`src/rtl/free_list.sv`:
```
// Physical register free list: offers the N lowest free registers, clears those dispatched, frees retired ones.
// Latency: offers are combinational from free_q, and a retired register is offered from the next cycle. Backpressure: dispatch is clamped to num_regs_available.
module free_list #(
    parameter int N           = 3,
    parameter int PHYS_REG_SZ = 64,
    parameter int ARCH_REG_SZ = 32,
    parameter int IDX_W       = $clog2(PHYS_REG_SZ),
    parameter int CNT_W       = $clog2(N + 1)
) (
    input  logic                   clock,
    input  logic                   reset,
    input  logic [CNT_W-1:0]       num_dispatched,
    input  logic [N-1:0]           retire_valid,
    input  logic [N*IDX_W-1:0]     retire_reg,
    input  logic                   restore_valid,
    input  logic [PHYS_REG_SZ-1:0] restore_free_list,
    output logic [N*IDX_W-1:0]     regs_to_use,
    output logic [CNT_W-1:0]       num_regs_available,
    output logic [PHYS_REG_SZ-1:0] free_list_copy,
    output logic [PHYS_REG_SZ-1:0] updated_free_list,
    output logic                   double_free_error
);

    logic [PHYS_REG_SZ-1:0] free_q;
    logic [PHYS_REG_SZ-1:0] mask;
    logic [PHYS_REG_SZ-1:0] retire_set;
    logic [IDX_W:0]         pop;
    logic [CNT_W-1:0]       eff_cnt;
    logic [IDX_W-1:0]       idx;
    logic [IDX_W-1:0]       r;
    logic                   found;
    logic                   dbl_free;

    // Registers above the architectural range start free; the rest hold committed state.
    function automatic logic [PHYS_REG_SZ-1:0] reset_vec();
        logic [PHYS_REG_SZ-1:0] v;
        v = '0;
        for (int j = ARCH_REG_SZ; j < PHYS_REG_SZ; j++) begin
            v[j] = 1'b1;
        end
        return v;
    endfunction

    // Successive lowest-set-bit picks; each pick is masked out before the next.
    always_comb begin
        mask        = free_q;
        regs_to_use = '0;
        found       = 1'b0;
        idx         = '0;
        for (int i = 0; i < N; i++) begin
            found = 1'b0;
            idx   = '0;
            for (int j = 0; j < PHYS_REG_SZ; j++) begin
                if (!found && mask[j]) begin
                    found = 1'b1;
                    idx   = IDX_W'(j);
                end
            end
            if (found) begin
                regs_to_use[i*IDX_W +: IDX_W] = idx;
                mask[idx] = 1'b0;
            end
        end
    end

    always_comb begin
        pop = '0;
        for (int j = 0; j < PHYS_REG_SZ; j++) begin
            pop = pop + {{IDX_W{1'b0}}, free_q[j]};
        end
        num_regs_available = (pop > (IDX_W+1)'(N)) ? CNT_W'(N) : CNT_W'(pop);
    end

    always_comb begin
        if (restore_valid) begin
            eff_cnt = '0;
        end else if (num_dispatched < num_regs_available) begin
            eff_cnt = num_dispatched;
        end else begin
            eff_cnt = num_regs_available;
        end
        updated_free_list = free_q;
        for (int i = 0; i < N; i++) begin
            if (int'(eff_cnt) > i) begin
                updated_free_list[regs_to_use[i*IDX_W +: IDX_W]] = 1'b0;
            end
        end
    end

    // Duplicate slots naming one register simply OR into the same bit.
    always_comb begin
        retire_set = '0;
        dbl_free   = 1'b0;
        r          = '0;
        for (int i = 0; i < N; i++) begin
            r = retire_reg[i*IDX_W +: IDX_W];
            if (retire_valid[i] && (int'(r) < PHYS_REG_SZ)) begin
                retire_set[r] = 1'b1;
                if (free_q[r]) begin
                    dbl_free = 1'b1;
                end
            end
        end
    end

    always_ff @(posedge clock) begin
        if (reset) begin
            free_q            <= reset_vec();
            double_free_error <= 1'b0;
        end else begin
            free_q            <= (restore_valid ? restore_free_list : updated_free_list) | retire_set;
            double_free_error <= double_free_error | dbl_free;
        end
    end

    assign free_list_copy = free_q;

endmodule
```
`config.mk`:
```
export PLATFORM = sky130hd
export DESIGN_NAME = free_list
export DESIGN_NICKNAME = d
export VERILOG_FILES = /design/src/rtl/free_list.sv
export SDC_FILE = /design/constraint.sdc
export NUM_CORES = 1
export LEC_CHECK = 0
export CORE_MARGIN = 2
export CORE_UTILIZATION = 25
export DETAILED_ROUTE_END_ITERATION = 16
export GPL_TIMING_DRIVEN = 0
export PLACE_DENSITY = 0.4
export SLEW_MARGIN = 20
export SYNTH_ARGS = -nofsm -noshare
export SYNTH_HDL_FRONTEND = slang
export SYNTH_SLANG_ARGS = --single-unit
```
`constraint.sdc`:
```
create_clock -name clock -period 26.1 [get_ports clock]
set_clock_uncertainty 0.2 [all_clocks]
set_input_delay 5.22 -clock clock [delete_from_list [all_inputs] [get_ports clock]]
set_output_delay 5.22 -clock clock [all_outputs]
set_load 0.05 [all_outputs]
```
**Run 1: signal wires on met1**

The bar under the picture is 100 um long. Supply wires on this layer in grey. Cells faint in the background.
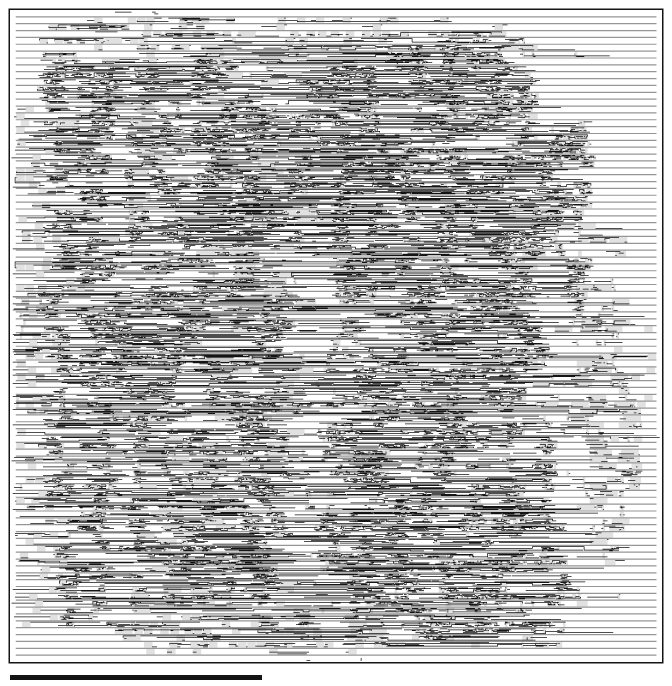
longest straight run = 120 um
share of all routed wire = 41%
main direction = horizontal
wire length on this layer = 51.6 mm

**Run 1: routed metal, one colour a layer**

Only two layers are drawn.
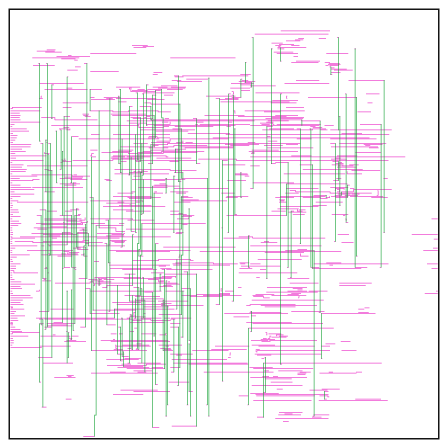
magenta -> met3  # wire length 11000 um
green -> met4  # wire length 7810 um

**Run 1: wires at chosen ports, followed through buffers**

The bar under the picture is 100 um long.
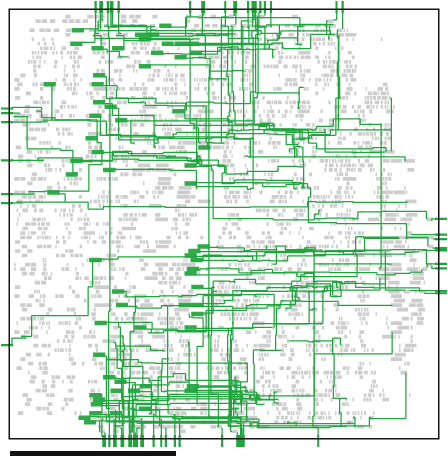
green -> `free_list_copy`  # bits 64, direction output, edge 26 bottom, 22 top, 9 right, 7 left, end cells 64, buffers 64, wire 11900 um

==> impl_metrics.ini, run 1 <==
; synthesis and place-and-route metrics
[synth]
ys_sh_mux_pct = 6.760
xor_share_pct = 0.8663
async_reset_ff_share_pct = 0
synth_top_area_share_pct = 8.044
syn_avg_cell_area_um2 = 6.834
ys_cells = 2367
area_leaders = dfxtp_1 (8.0%), fa_1 (6.7%), nor2_1 (5.7%)
ys_sh_aoi_pct = 38.05
ys.flop_type = dfxtp_1
fa_ha_area_share_pct = 8.895
synth_top_cell_by_count = nor2_1
syn_inst = 2367
topCombFamilyByArea = AND-OR/OR-AND gates
synth-edff-count = 0
ys_seq_share_pct = 8.044
yosys-top-cells-count = nor2_1 (244), nand2_1 (195), o21ai_0 (169), a21oi_1 (161), clkbuf_1 (155)
mappedNetlistArea_um2 = 16180

[setup_path]
reg2reg_slack_ns = 15.12
crit_path_start = free_list_copy[39]$_SDFF_PP1_
start_kind = flop
slowest_delay_ns = 1.07
worstReg2RegStart = free_list_copy[39]$_SDFF_PP1_
worstPathMaxFanout = 10
arrival_ns = 11.73
reg2regPathDepth = 27
reg2reg_to = free_list_copy[44]$_SDFF_PP1_
critical_path.slowest_cell = nor2_1
crit_path_end_kind = output pin
critPathTopFamily = adder cells
path_common_cell = fa_1

[grt]
globalRouteOverflowTotal = 0
grt_busiest_layer = met2
grt_pass1_wl_um = 171200
track_usage_pct = 36.09
grt_use_met3_pct = 5.360
grt_max_degree = 13
use_met2_pct = 56.49
grt_pass1_vias = 21480
use_met1_pct = 47.70

[clock_network]
cts.sinks = 65
ctsHoldBuffers = 0
post_cts_resize_count = 0
ctsRootBufferMaster = clkbuf_16
post_cts_buffers = 0
htree_levels = 3
numCtsBuffers = 9
clk_pin_slew_ns = 0.07

[job]
drv_cap = 0
tool_warnings = 31

[place]
dp_worst_setup_slack_ns = 9.482
dpl-instance-area_um2 = 19600
io_buffers = 226
place_congestion = 1.039
placedCellCount = 3454
post-dp-hpwl_um = 103700

[sta]
period_used_pct = 65.71
fin_hold_ws_ns = 0.3508
slew_headroom_pct = 14.04
fin_crit_ns = 17.15
finalSetupTns_ns = 0
tightest_slew_ns = 1.257
final_max_slew_viol_count = 0
worst_slack_ns = 8.950
hold_violations = 0
fmax_mhz = 58.31
setup_viol = 0
rsz0062_at_grt = false

[min_path]
holdPathEnd = double_free_error$_SDFF_PP0_
hp-start = double_free_error$_SDFF_PP0_
worstHoldPathType = reg -> reg
hold_depth = 2

[detailed_routing]
drtPass1Iterations = 8
ant_nets = 0
wl_met1_um = 51600
met2_length_um = 54790
wl_um = 125300
drc = 0
vias_per_cell = 6.595
drt_iter0_drc = 3546
avgRoutedWirePerCell_um = 36.09
vias = 22890
highest_layer = met5
wl_met3_um = 11040

[die]
rows = 93
fp_util_pct = 25.19
chipArea_um2 = 66760
core_area_um2 = 64230
die_height_um = 258.4
die-width_um = 258.4
io_pins = 239

[finish]
fillers = 7145
area_growth_pct = 23.11
n_antenna_cell = 0
final_cell_mix = nor2_1 (243), clkdlybuf4s50_1 (226), nand2_1 (195)
final_util_pct = 31.01
largest_reg_flops = 64
post-route-cell-area_um2 = 19920
drive_gt1_share_pct = 6.766
nNetsFinal = 2774
comb_area_um2 = 13660
seq_area_um2 = 1301

[pwr]
power_mw = 1.757
powerDensity_nw_per_um2 = 88.23
vdd_ir_drop_max_mv = 0.1076
leakage_nw = 6.728

[run_status]
outcome = finished clean
## run 1: area by class of cell
type                    count  area share, %
flip-flops and latches     65          6.534
clock buffers               9          1.131
multi-input cells        1979          68.58
inverters                 114          2.149
clock inverters             7         0.3581
repair buffers            233          11.62
plain buffers             209          4.253
well taps                 855          5.372
## run 1: report_power, final
| group | total (mW) | internal (mW) | leakage, nW | switching [mW] |
|---|---|---|---|---|
| Sequential | 0.140 | 0.108 | 0.540 | 0.0313 |
| Clock | 0.132 | 0.0738 | 0.137 | 0.0579 |
| Combinational | 1.49 | 0.490 | 6.05 | 0.995 |
| Total | 1.76 | 0.672 | 6.73 | 1.08 |
**Run 1: congestion heat map**

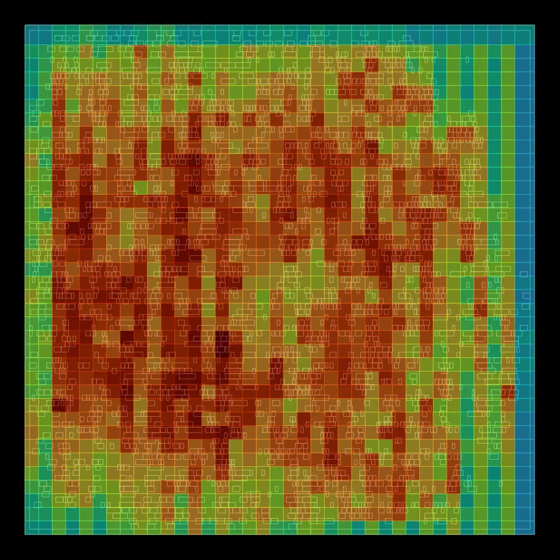

==> run 2, diff against run 1 <==
- PLACE_DENSITY: 0.4 -> 0.41
- clock period: 26.1 -> 14.1 ns (I/O delays scaled with it)
**Run 2: congestion heat map**

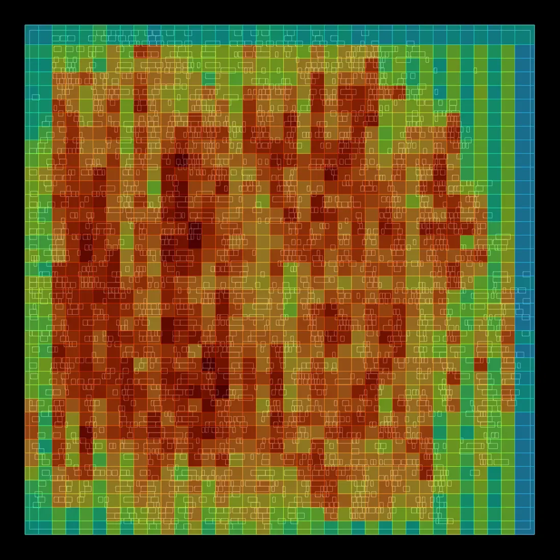
M3 GR Usage: 5.262%
met1 GRT Util: 47.29%
drt wl/cell: 36.02 um
All-Layer GR Usage: 35.88%

**Run 2: routed metal, one colour a layer**

Only two layers are drawn.
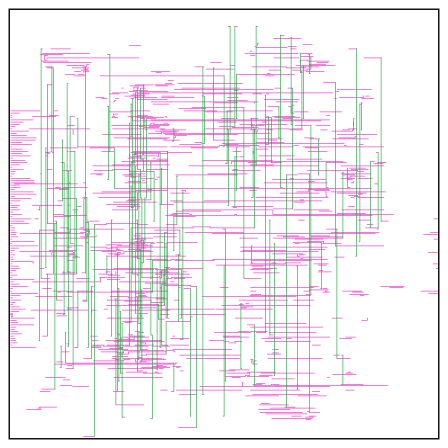
green -> met4  # wire length 7530 um
magenta -> met3  # wire length 11000 um

==> run 2 against run 1 <==
Effect of this change:
- die area unchanged
- sequential power is 85% higher
- combinational power is 85% higher
- critical endpoint is now updated_free_list[26]
- largest cell class unchanged
- largest power group unchanged
- routed wire length fell by 0.20%
==> impl_metrics.ini, run 2 <==
; synthesis and place-and-route metrics
[run_status]
outcome = finished clean

[synth]
mappedNetlistArea_um2 = 16180
area_leaders = dfxtp_1 (8.0%), fa_1 (6.7%), nor2_1 (5.7%)
ys.flop_type = dfxtp_1
ys_warn_count = 0
ys_cells = 2367
yosys-top-cells-count = nor2_1 (244), nand2_1 (195), o21ai_0 (169), a21oi_1 (161), clkbuf_1 (155)
syn_inst = 2367
async_reset_ff_share_pct = 0
synth_top_cell_by_count = nor2_1
synth_top_area_share_pct = 8.044
ys_seq_share_pct = 8.044
syn_avg_cell_area_um2 = 6.834

[pwr]
switchingPower_mw = 2.005
p_clk_uw = 221
p_clk_share_pct = 6.8
switching_share_pct = 61.88
power_mw = 3.240
power_top_consumer = combinational cells
vdd_ir_drop_max_mv = 0.2035
powerDensity_nw_per_um2 = 162.9
p_seq_uw = 259
p_comb_share_pct = 85.2
p_int_mw = 1.235
power_frac_seq_pct = 8.0
leakage_nw = 6.750

[finish]
dominant_cells = multi-input combinational cells
area_growth_pct = 22.93
largest_reg_flops = 64
flops = 65
clock_buffers = 10
final_cell_mix = nor2_1 (242), clkdlybuf4s50_1 (224), nand2_1 (195)
post-route-cell-area_um2 = 19890
comb_area_um2 = 13660
nNetsFinal = 2773
drive_gt1_share_pct = 6.807
final_util_pct = 30.96
buffers = 441
buf_share_pct = 15.90
comb_cells = 1979
seq-cell-share_pct = 6.544
clock_area_share_pct = 1.328
combAreaFraction_pct = 68.70
n_antenna_cell = 0
inverters_excl_clock = 114
seq_area_um2 = 1301

[grt]
grt_pass1_vias = 21270
grt_max_degree = 12
grt_pass1_wl_um = 170800
grt_busiest_layer = met2
globalRouteOverflowTotal = 0

[setup_path]
slowest_delay_ns = 0.88
worstReg2RegStart = free_list_copy[39]$_SDFF_PP1_
start_kind = flop
critPathTopFamily = adder cells
reg2regPathDepth = 29
reg2reg_slack_ns = 3.91
criticalPathCategory = reg -> out
crit_path_start = free_list_copy[39]$_SDFF_PP1_
arrival_ns = 10.82
crit_path_end_kind = output pin
worstPathMaxFanout = 10
critical_path.slowest_cell = clkdlybuf4s50_1
path_common_cell = fa_1
reg2reg_to = free_list_copy[33]$_SDFF_PP1_

[die]
io_pins = 239
die_height_um = 258.4
die-width_um = 258.4
rows = 93
chipArea_um2 = 66760
nWellTaps = 855
fp_util_pct = 25.19
core_area_um2 = 64230

[job]
tool_warnings = 31
drv_cap = 0

[clock_network]
post_cts_resize_count = 4
cts.sinks = 65
ctsRootBufferMaster = clkbuf_16
clkLatencyLatePin_ns = 0.37
numCtsBuffers = 9
htree_levels = 3
post_cts_buffers = 0
clk_pin_slew_ns = 0.06

[detailed_routing]
drt_iter0_drc = 3251
vias_per_cell = 6.584
drc = 0
vias = 22850
drtPass1Iterations = 6
wl_um = 125000
ant_nets = 0

[place]
placedCellCount = 3454
post-dp-hpwl_um = 103500
dpl-instance-area_um2 = 19590
dp_worst_setup_slack_ns = -0.2257
io_buffers = 226
place_congestion = 1.041

[sta]
fmax_mhz = 72.24
period_used_pct = 98.18
fin_hold_ws_ns = 0.3597
finalSetupTns_ns = 0
tightest_slew_ns = 1.358
final_max_slew_viol_count = 0
slew_headroom_pct = 9.120
fin_crit_ns = 13.84
hold_violations = 0
setup_viol = 0
worst_slack_ns = 0.2567

[min_path]
holdPathEnd = double_free_error$_SDFF_PP0_
hp-start = double_free_error$_SDFF_PP0_
worstHoldPathType = reg -> reg
**Run 2: power grid**

Pins as bars on the die edge. Tap cells in grey.
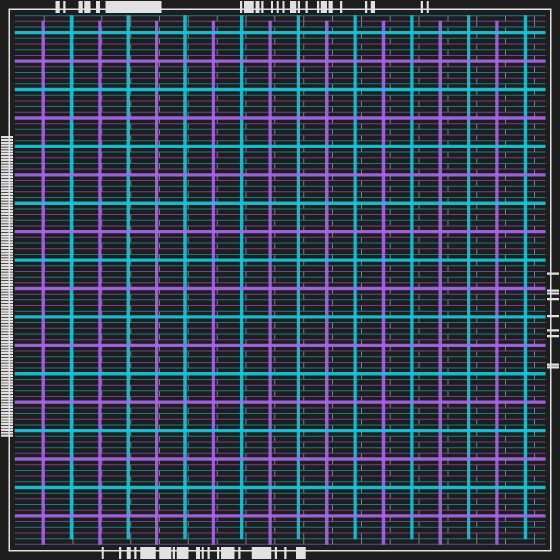
cyan -> VDD
purple -> VSS
rows = 93
met1 rails = 94
met5 straps = 18
met4 straps = 18
tap cells = 855

==> run 2: cell counts after synthesis <==
No cell type changed its count.
==> run 2: logic make-up after synthesis <==
| group | synth area share (%) |
|---|---|
| buf+inv | 7.881 |
| mux | 6.760 |
| xor+xnor | 0.8663 |
| flops | 8.044 |
| compound gates | 38.05 |
| simple gates | 29.50 |
| fa+ha+maj | 8.895 |
==> run 2: routing by layer <==
layer  vias to the layer above  share of wire (%)
met4                         2                6.0
met3                       332                8.8
met5                         -             0.0072
met1                     11220                 41
met2                      1685                 44
li1                       9610                  -
==> run 2: worst max-delay path by stage <==
stage,endpoint,slack (ns)
detailed placement,updated_free_list[36],-0.23
CTS,updated_free_list[17],0.1
finish,updated_free_list[26],0.26
global route,updated_free_list[41],0.01
floorplan,updated_free_list[62],1.89
global placement,updated_free_list[36],-0.23
Power figures rest on the tool's default switching activity, not on a simulated workload.
